[src/rtl/i2c_txn_sequencer.sv]
// Transaction sequencer ahead of the I2C byte engine: expands a page-write or
// random-read command into engine byte steps, paces the engine clock, times out missing ACKs.
module i2c_txn_sequencer #(
    parameter int PAGE_SIZE     = 16,
    parameter int DIV           = 1000,
    parameter int TIMEOUT_TICKS = 64,
    parameter int WR_DELAY      = 120000
) (
    input  logic       clock,
    input  logic       nreset,
    input  logic       cmd_start,
    input  logic       cmd_op,
    input  logic [2:0] cmd_dev,
    input  logic [7:0] cmd_addr,
    input  logic [4:0] cmd_len,
    input  logic       buf_wr_en,
    input  logic [3:0] buf_addr,
    input  logic [7:0] buf_wdata,
    output logic [7:0] buf_rdata,
    output logic       busy,
    output logic       done,
    output logic       error,
    output logic       eng_clock,
    output logic       eng_nreset,
    output logic [7:0] eng_write_byte,
    output logic       eng_read_mode,
    output logic       eng_do_start,
    output logic       eng_expect_ack,
    output logic       eng_do_stop,
    input  logic [7:0] eng_read_byte,
    input  logic       eng_finished
);
    localparam int DW = (DIV > 1) ? $clog2(DIV) : 1;
    localparam int TW = $clog2(TIMEOUT_TICKS + 1);
    localparam int WW = (WR_DELAY > 1) ? $clog2(WR_DELAY) : 1;
    localparam logic [DW-1:0] DIV_LAST  = DW'(DIV - 1);
    localparam logic [TW-1:0] TO_LIMIT  = TW'(TIMEOUT_TICKS);
    localparam logic [TW-1:0] MIN_TOGS  = TW'(2);
    localparam logic [WW-1:0] WAIT_LAST = WW'(WR_DELAY - 1);
    localparam logic [4:0]    PAGE_LEN  = 5'(PAGE_SIZE);
    localparam logic [7:0]    PAGE_MASK = 8'(PAGE_SIZE - 1);
    localparam logic [8:0]    PAGE_END  = 9'(PAGE_SIZE);
    localparam logic [3:0]    IDX_MASK  = 4'(PAGE_SIZE - 1);

    typedef enum logic [3:0] {
        IDLE       = 4'd0,
        CHECK      = 4'd1,
        STEP_SETUP = 4'd2,
        STEP_RESET = 4'd3,
        STEP_RUN   = 4'd4,
        STEP_DONE  = 4'd5,
        WR_WAIT    = 4'd6,
        FINISH     = 4'd7,
        ERROR      = 4'd8
    } state_t;

    state_t        state_r, state_n;
    logic          op_r, op_n;
    logic [2:0]    dev_r, dev_n;
    logic [7:0]    addr_r, addr_n;
    logic [4:0]    len_r, len_n, idx_r, idx_n;
    logic [1:0]    phase_r, phase_n;
    logic [DW-1:0] div_r, div_n;
    logic [TW-1:0] tog_r, tog_n, tog_inc_s;
    logic [WW-1:0] wait_r, wait_n;
    logic          busy_r, busy_n, done_r, done_n, error_r, error_n;
    logic          eclk_r, eclk_n, enrst_r, enrst_n;
    logic [7:0]    ewb_r, ewb_n;
    logic          erm_r, erm_n, est_r, est_n, eack_r, eack_n, esp_r, esp_n;
    logic [7:0]    buf_r [PAGE_SIZE];
    logic          buf_we_s;
    logic [3:0]    buf_wa_s;
    logic [7:0]    buf_wd_s;
    logic [7:0]    ctl_byte_s;
    logic          ctl_start_s, ctl_ack_s, ctl_stop_s, ctl_read_s;
    logic          last_s, fail_s;
    logic [7:0]    devsel_w_s, devsel_r_s;

    assign buf_rdata      = buf_r[buf_addr & IDX_MASK];
    assign busy           = busy_r;
    assign done           = done_r;
    assign error          = error_r;
    assign eng_clock      = eclk_r;
    assign eng_nreset     = enrst_r;
    assign eng_write_byte = ewb_r;
    assign eng_read_mode  = erm_r;
    assign eng_do_start   = est_r;
    assign eng_expect_ack = eack_r;
    assign eng_do_stop    = esp_r;

    assign devsel_w_s = {4'b1010, dev_r, 1'b0};
    assign devsel_r_s = {4'b1010, dev_r, 1'b1};
    assign last_s     = (idx_r == (len_r - 5'd1));
    assign tog_inc_s  = tog_r + TW'(1);
    assign fail_s     = (len_r == 5'd0) || (len_r > PAGE_LEN) ||
                        (!op_r && (({1'b0, addr_r & PAGE_MASK} + {4'b0000, len_r}) > PAGE_END));

    // Engine controls for the current step; reads use one random read per byte
    always_comb begin
        ctl_byte_s  = 8'h00;
        ctl_start_s = 1'b0;
        ctl_ack_s   = 1'b1;
        ctl_stop_s  = 1'b0;
        ctl_read_s  = 1'b0;
        if (!op_r) begin
            case (phase_r)
                2'd0: begin
                    ctl_byte_s  = devsel_w_s;
                    ctl_start_s = 1'b1;
                end
                2'd1:    ctl_byte_s = addr_r;
                default: begin
                    ctl_byte_s = buf_r[idx_r[3:0] & IDX_MASK];
                    ctl_stop_s = last_s;
                end
            endcase
        end else begin
            case (phase_r)
                2'd0: begin
                    ctl_byte_s  = devsel_w_s;
                    ctl_start_s = 1'b1;
                end
                2'd1: ctl_byte_s = addr_r + {3'b000, idx_r};
                2'd2: begin
                    ctl_byte_s  = devsel_r_s;
                    ctl_start_s = 1'b1;
                end
                default: begin
                    ctl_ack_s  = 1'b0;
                    ctl_stop_s = 1'b1;
                    ctl_read_s = 1'b1;
                end
            endcase
        end
    end

    // Next-state and next-output logic for the command sequencer
    always_comb begin
        state_n  = state_r;
        op_n     = op_r;
        dev_n    = dev_r;
        addr_n   = addr_r;
        len_n    = len_r;
        idx_n    = idx_r;
        phase_n  = phase_r;
        div_n    = div_r;
        tog_n    = tog_r;
        wait_n   = wait_r;
        busy_n   = busy_r;
        done_n   = 1'b0;
        error_n  = error_r;
        eclk_n   = eclk_r;
        enrst_n  = enrst_r;
        ewb_n    = ewb_r;
        erm_n    = erm_r;
        est_n    = est_r;
        eack_n   = eack_r;
        esp_n    = esp_r;
        buf_we_s = 1'b0;
        buf_wa_s = buf_addr;
        buf_wd_s = buf_wdata;
        case (state_r)
            IDLE: begin
                buf_we_s = buf_wr_en;
                if (cmd_start) begin
                    op_n    = cmd_op;
                    dev_n   = cmd_dev;
                    addr_n  = cmd_addr;
                    len_n   = cmd_len;
                    error_n = 1'b0;
                    busy_n  = 1'b1;
                    state_n = CHECK;
                end else begin
                    state_n = IDLE;
                end
            end
            CHECK: begin
                if (fail_s) begin
                    error_n = 1'b1;
                    done_n  = 1'b1;
                    busy_n  = 1'b0;
                    state_n = IDLE;
                end else begin
                    idx_n   = 5'd0;
                    phase_n = 2'd0;
                    state_n = STEP_SETUP;
                end
            end
            STEP_SETUP: begin
                ewb_n   = ctl_byte_s;
                est_n   = ctl_start_s;
                eack_n  = ctl_ack_s;
                esp_n   = ctl_stop_s;
                erm_n   = ctl_read_s;
                enrst_n = 1'b0;
                eclk_n  = 1'b0;
                state_n = STEP_RESET;
            end
            STEP_RESET: begin
                enrst_n = 1'b1;
                div_n   = '0;
                tog_n   = '0;
                state_n = STEP_RUN;
            end
            STEP_RUN: begin
                if (div_r == DIV_LAST) begin
                    div_n  = '0;
                    eclk_n = ~eclk_r;
                    tog_n  = tog_inc_s;
                    // Completion wins over timeout when both land on the same toggle
                    if (eng_finished && (tog_inc_s >= MIN_TOGS)) begin
                        buf_we_s = erm_r;
                        buf_wa_s = idx_r[3:0];
                        buf_wd_s = eng_read_byte;
                        state_n  = STEP_DONE;
                    end else if (tog_inc_s >= TO_LIMIT) begin
                        state_n = ERROR;
                    end else begin
                        state_n = STEP_RUN;
                    end
                end else begin
                    div_n = div_r + DW'(1);
                end
            end
            STEP_DONE: begin
                enrst_n = 1'b0;
                state_n = STEP_SETUP;
                if (!op_r) begin
                    if (phase_r == 2'd2) begin
                        if (last_s) begin
                            wait_n  = '0;
                            state_n = WR_WAIT;
                        end else begin
                            idx_n = idx_r + 5'd1;
                        end
                    end else begin
                        phase_n = phase_r + 2'd1;
                    end
                end else begin
                    if (phase_r == 2'd3) begin
                        if (last_s) begin
                            state_n = FINISH;
                        end else begin
                            phase_n = 2'd0;
                            idx_n   = idx_r + 5'd1;
                        end
                    end else begin
                        phase_n = phase_r + 2'd1;
                    end
                end
            end
            WR_WAIT: begin
                if (wait_r == WAIT_LAST) begin
                    state_n = FINISH;
                end else begin
                    wait_n = wait_r + WW'(1);
                end
            end
            FINISH: begin
                done_n  = 1'b1;
                busy_n  = 1'b0;
                state_n = IDLE;
            end
            ERROR: begin
                enrst_n = 1'b0;
                eclk_n  = 1'b0;
                error_n = 1'b1;
                done_n  = 1'b1;
                busy_n  = 1'b0;
                state_n = IDLE;
            end
            default: begin
                enrst_n = 1'b0;
                eclk_n  = 1'b0;
                busy_n  = 1'b0;
                state_n = IDLE;
            end
        endcase
    end

    // State, command and engine-output registers
    always_ff @(posedge clock or negedge nreset) begin
        if (!nreset) begin
            state_r <= IDLE;
            op_r    <= 1'b0;
            dev_r   <= 3'd0;
            addr_r  <= 8'h00;
            len_r   <= 5'd0;
            idx_r   <= 5'd0;
            phase_r <= 2'd0;
            div_r   <= '0;
            tog_r   <= '0;
            wait_r  <= '0;
            busy_r  <= 1'b0;
            done_r  <= 1'b0;
            error_r <= 1'b0;
            eclk_r  <= 1'b0;
            enrst_r <= 1'b0;
            ewb_r   <= 8'h00;
            erm_r   <= 1'b0;
            est_r   <= 1'b0;
            eack_r  <= 1'b0;
            esp_r   <= 1'b0;
        end else begin
            state_r <= state_n;
            op_r    <= op_n;
            dev_r   <= dev_n;
            addr_r  <= addr_n;
            len_r   <= len_n;
            idx_r   <= idx_n;
            phase_r <= phase_n;
            div_r   <= div_n;
            tog_r   <= tog_n;
            wait_r  <= wait_n;
            busy_r  <= busy_n;
            done_r  <= done_n;
            error_r <= error_n;
            eclk_r  <= eclk_n;
            enrst_r <= enrst_n;
            ewb_r   <= ewb_n;
            erm_r   <= erm_n;
            est_r   <= est_n;
            eack_r  <= eack_n;
            esp_r   <= esp_n;
        end
    end

    // Data buffer: host writes while idle, captured read bytes during a read
    always_ff @(posedge clock or negedge nreset) begin
        if (!nreset) begin
            for (int i = 0; i < PAGE_SIZE; i++) begin
                buf_r[i] <= 8'h00;
            end
        end else if (buf_we_s) begin
            buf_r[buf_wa_s & IDX_MASK] <= buf_wd_s;
        end
    end
endmodule

[config.mk]
export PLATFORM = sky130hd
export DESIGN_NAME = i2c_txn_sequencer
export DESIGN_NICKNAME = d
export VERILOG_FILES = /design/src/rtl/i2c_txn_sequencer.sv
export SDC_FILE = /design/constraint.sdc
export NUM_CORES = 1
export LEC_CHECK = 0
export CELL_PAD_IN_SITES_DETAIL_PLACEMENT = 1
export CELL_PAD_IN_SITES_GLOBAL_PLACEMENT = 1
export CORE_UTILIZATION = 54
export DETAILED_ROUTE_END_ITERATION = 8
export PLACE_DENSITY = 0.95
export SYNTH_ARGS = -nofsm -noshare
export SYNTH_HDL_FRONTEND = slang
export SYNTH_SLANG_ARGS = --single-unit
[constraint.sdc]
create_clock -name clock -period 9.7 [get_ports clock]
set_clock_uncertainty 0.05 [all_clocks]
set_input_delay 2.91 -clock clock [delete_from_list [all_inputs] [get_ports clock]]
set_output_delay 2.91 -clock clock [all_outputs]
set_load 0.01 [all_outputs]
pinout.png
Scale bar: 50 um. Pins as bars across the die edge, other pins in grey.
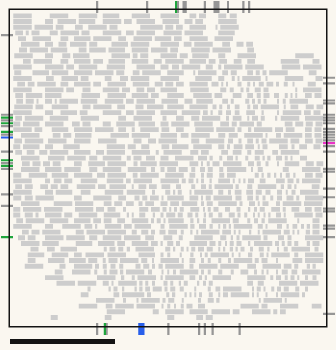
Key: `cmd_op` = magenta [pins 1, direction input, edge right]; `buf_wdata` = green [pins 8, direction input, edge 6 left, 1 bottom, 1 top]; `buf_addr` = blue [pins 4, direction input, edge 3 bottom, 1 left]
chip width: 151 um
Port-buffer cells: 66
Die Ht: 151 um

gates.png
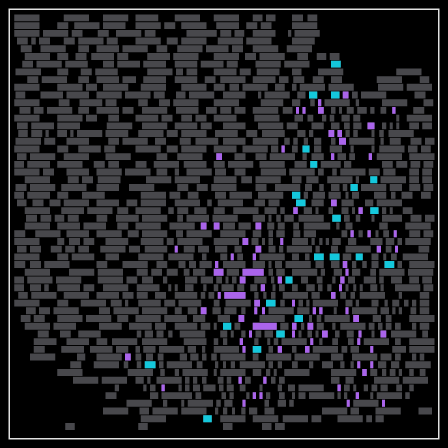
Key: nor cells = purple [cells 83]; non-inverting ao/oa cells = cyan [cells 23]
Commonest Layout Cell: dfrtp_1
post-route insts no fill: 1308
logic gate fraction of the total cell area: 47.9%

clock_nets.png
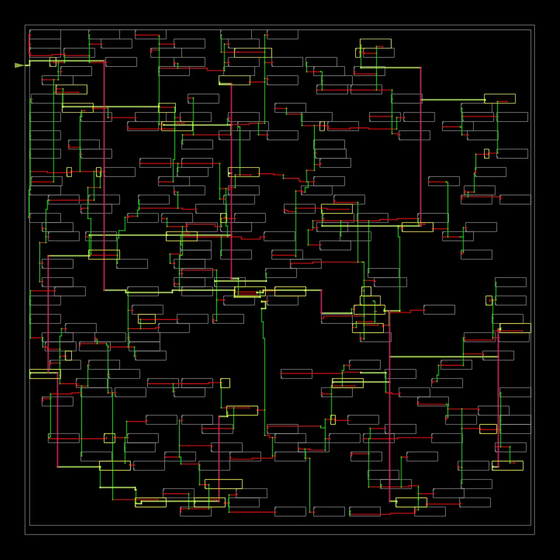
CLK BUF: 33
number of buffers created by CTS: 24

==> notes.md <==
yosys + openroad results -> Static Leak 6.22 nW, P_seq 1.03 mW, max_cap viols 0, layout cells sized above 1 30.3%, vias in the first global route 9960, wl on met1 14500 um, worst slew pin tran 1.31 ns, Synth Flop Type dfrtp_1, r2r endpoint buf_r[87], inverters 13, Pre-Place Util 55.0%, CORE AREA 21800 um2, flop count 207, FP Rows 54, Buffers excl. clock 75, I/O pin count 67, final tally of hold violations 0, logic area 6530 um2, post-synthesis cell area 12000 um2, Syn Nets 1027, GR Layer Usage met2 59.5%, Seq share, synth 43.2%, final worst slack 1.37 ns, Comb gates 689, ao+oa area frac 10.2%, most common logic cells in the final layout 206 x dfrtp_1, 154 x mux2_2, 80 x mux4_2, CTS Hold Bufs 0, GRT Max-Usage Layer met2, Distinct lib cells used 69, Worst setup EP type output pin, final core utilization 62.4%, crit path DRT 6.74 ns, Hold Crit Start eng_do_start, delay-heaviest family, CP buffers and inverters, area grow syn2layout 13.6%, outcome finished, final reports clean, ys async rst share 100%, Total Power 2.61 mW, endpoints failing setup 0, Hold WC Path Type reg -> reg, syn avg cell area 12.5 um2, number of enable flip-flop cells 0, metal2 WL 19500 um, nets@finish 1074, top sig layer met4, Post-Place Cells 1264, final worst path period share 85.9%, relative slew slack 12.3%, Setup Buffers After CTS 0, cells along the critical path clkdlybuf4s50_1, buf_4, mux4_2, mux4_2, clkdlybuf4s50_1, XOR Share, Synth 1.75%, met3 WL 2710 um, yosys cell count 963, FMAX 120 MHz, cell type with the largest total area dfrtp_1, NonClk Buf Share 5.34%, Adder-Cell Fraction of Synth Area 2.42%, CP peak stage delay 0.53 ns, R2R depth 5, Setup CP Type in -> out, hold path depth 2, htree depth 1, Commonest cells post-synth 207 x dfrtp_1, 154 x mux2_2, 80 x mux4_2, 59 x nand2_1, 45 x nor2_1, Fill cells 2096, top cells, area dfrtp_1 43%, mux4_2 15%, mux2_2 14%, initial antenna violation count 1, tool warnings 31, clock-pin slew on the worst setup and hold paths 0.05 ns, instance tally after logic synthesis 963, YS chip area 12000 um2, met3 capacity usage during global routing 6.84%, CP Launch Type primary input, Most flops, register buf_r, Sw Ratio 33.7%, Post-CTS Resized 0, Comb power 0.655 mW, internal reg-to-reg setup slack 5.66 ns, NetSw 0.881 mW, maximum VDD drop 165 uV, pre-CTS WS 1.46 ns, Sequential Power Share 39.5%, yosys warns 0, # clock sinks 207, #FFs+latches synth 207
No activity file was given, so power comes from the tool's default toggle rates.
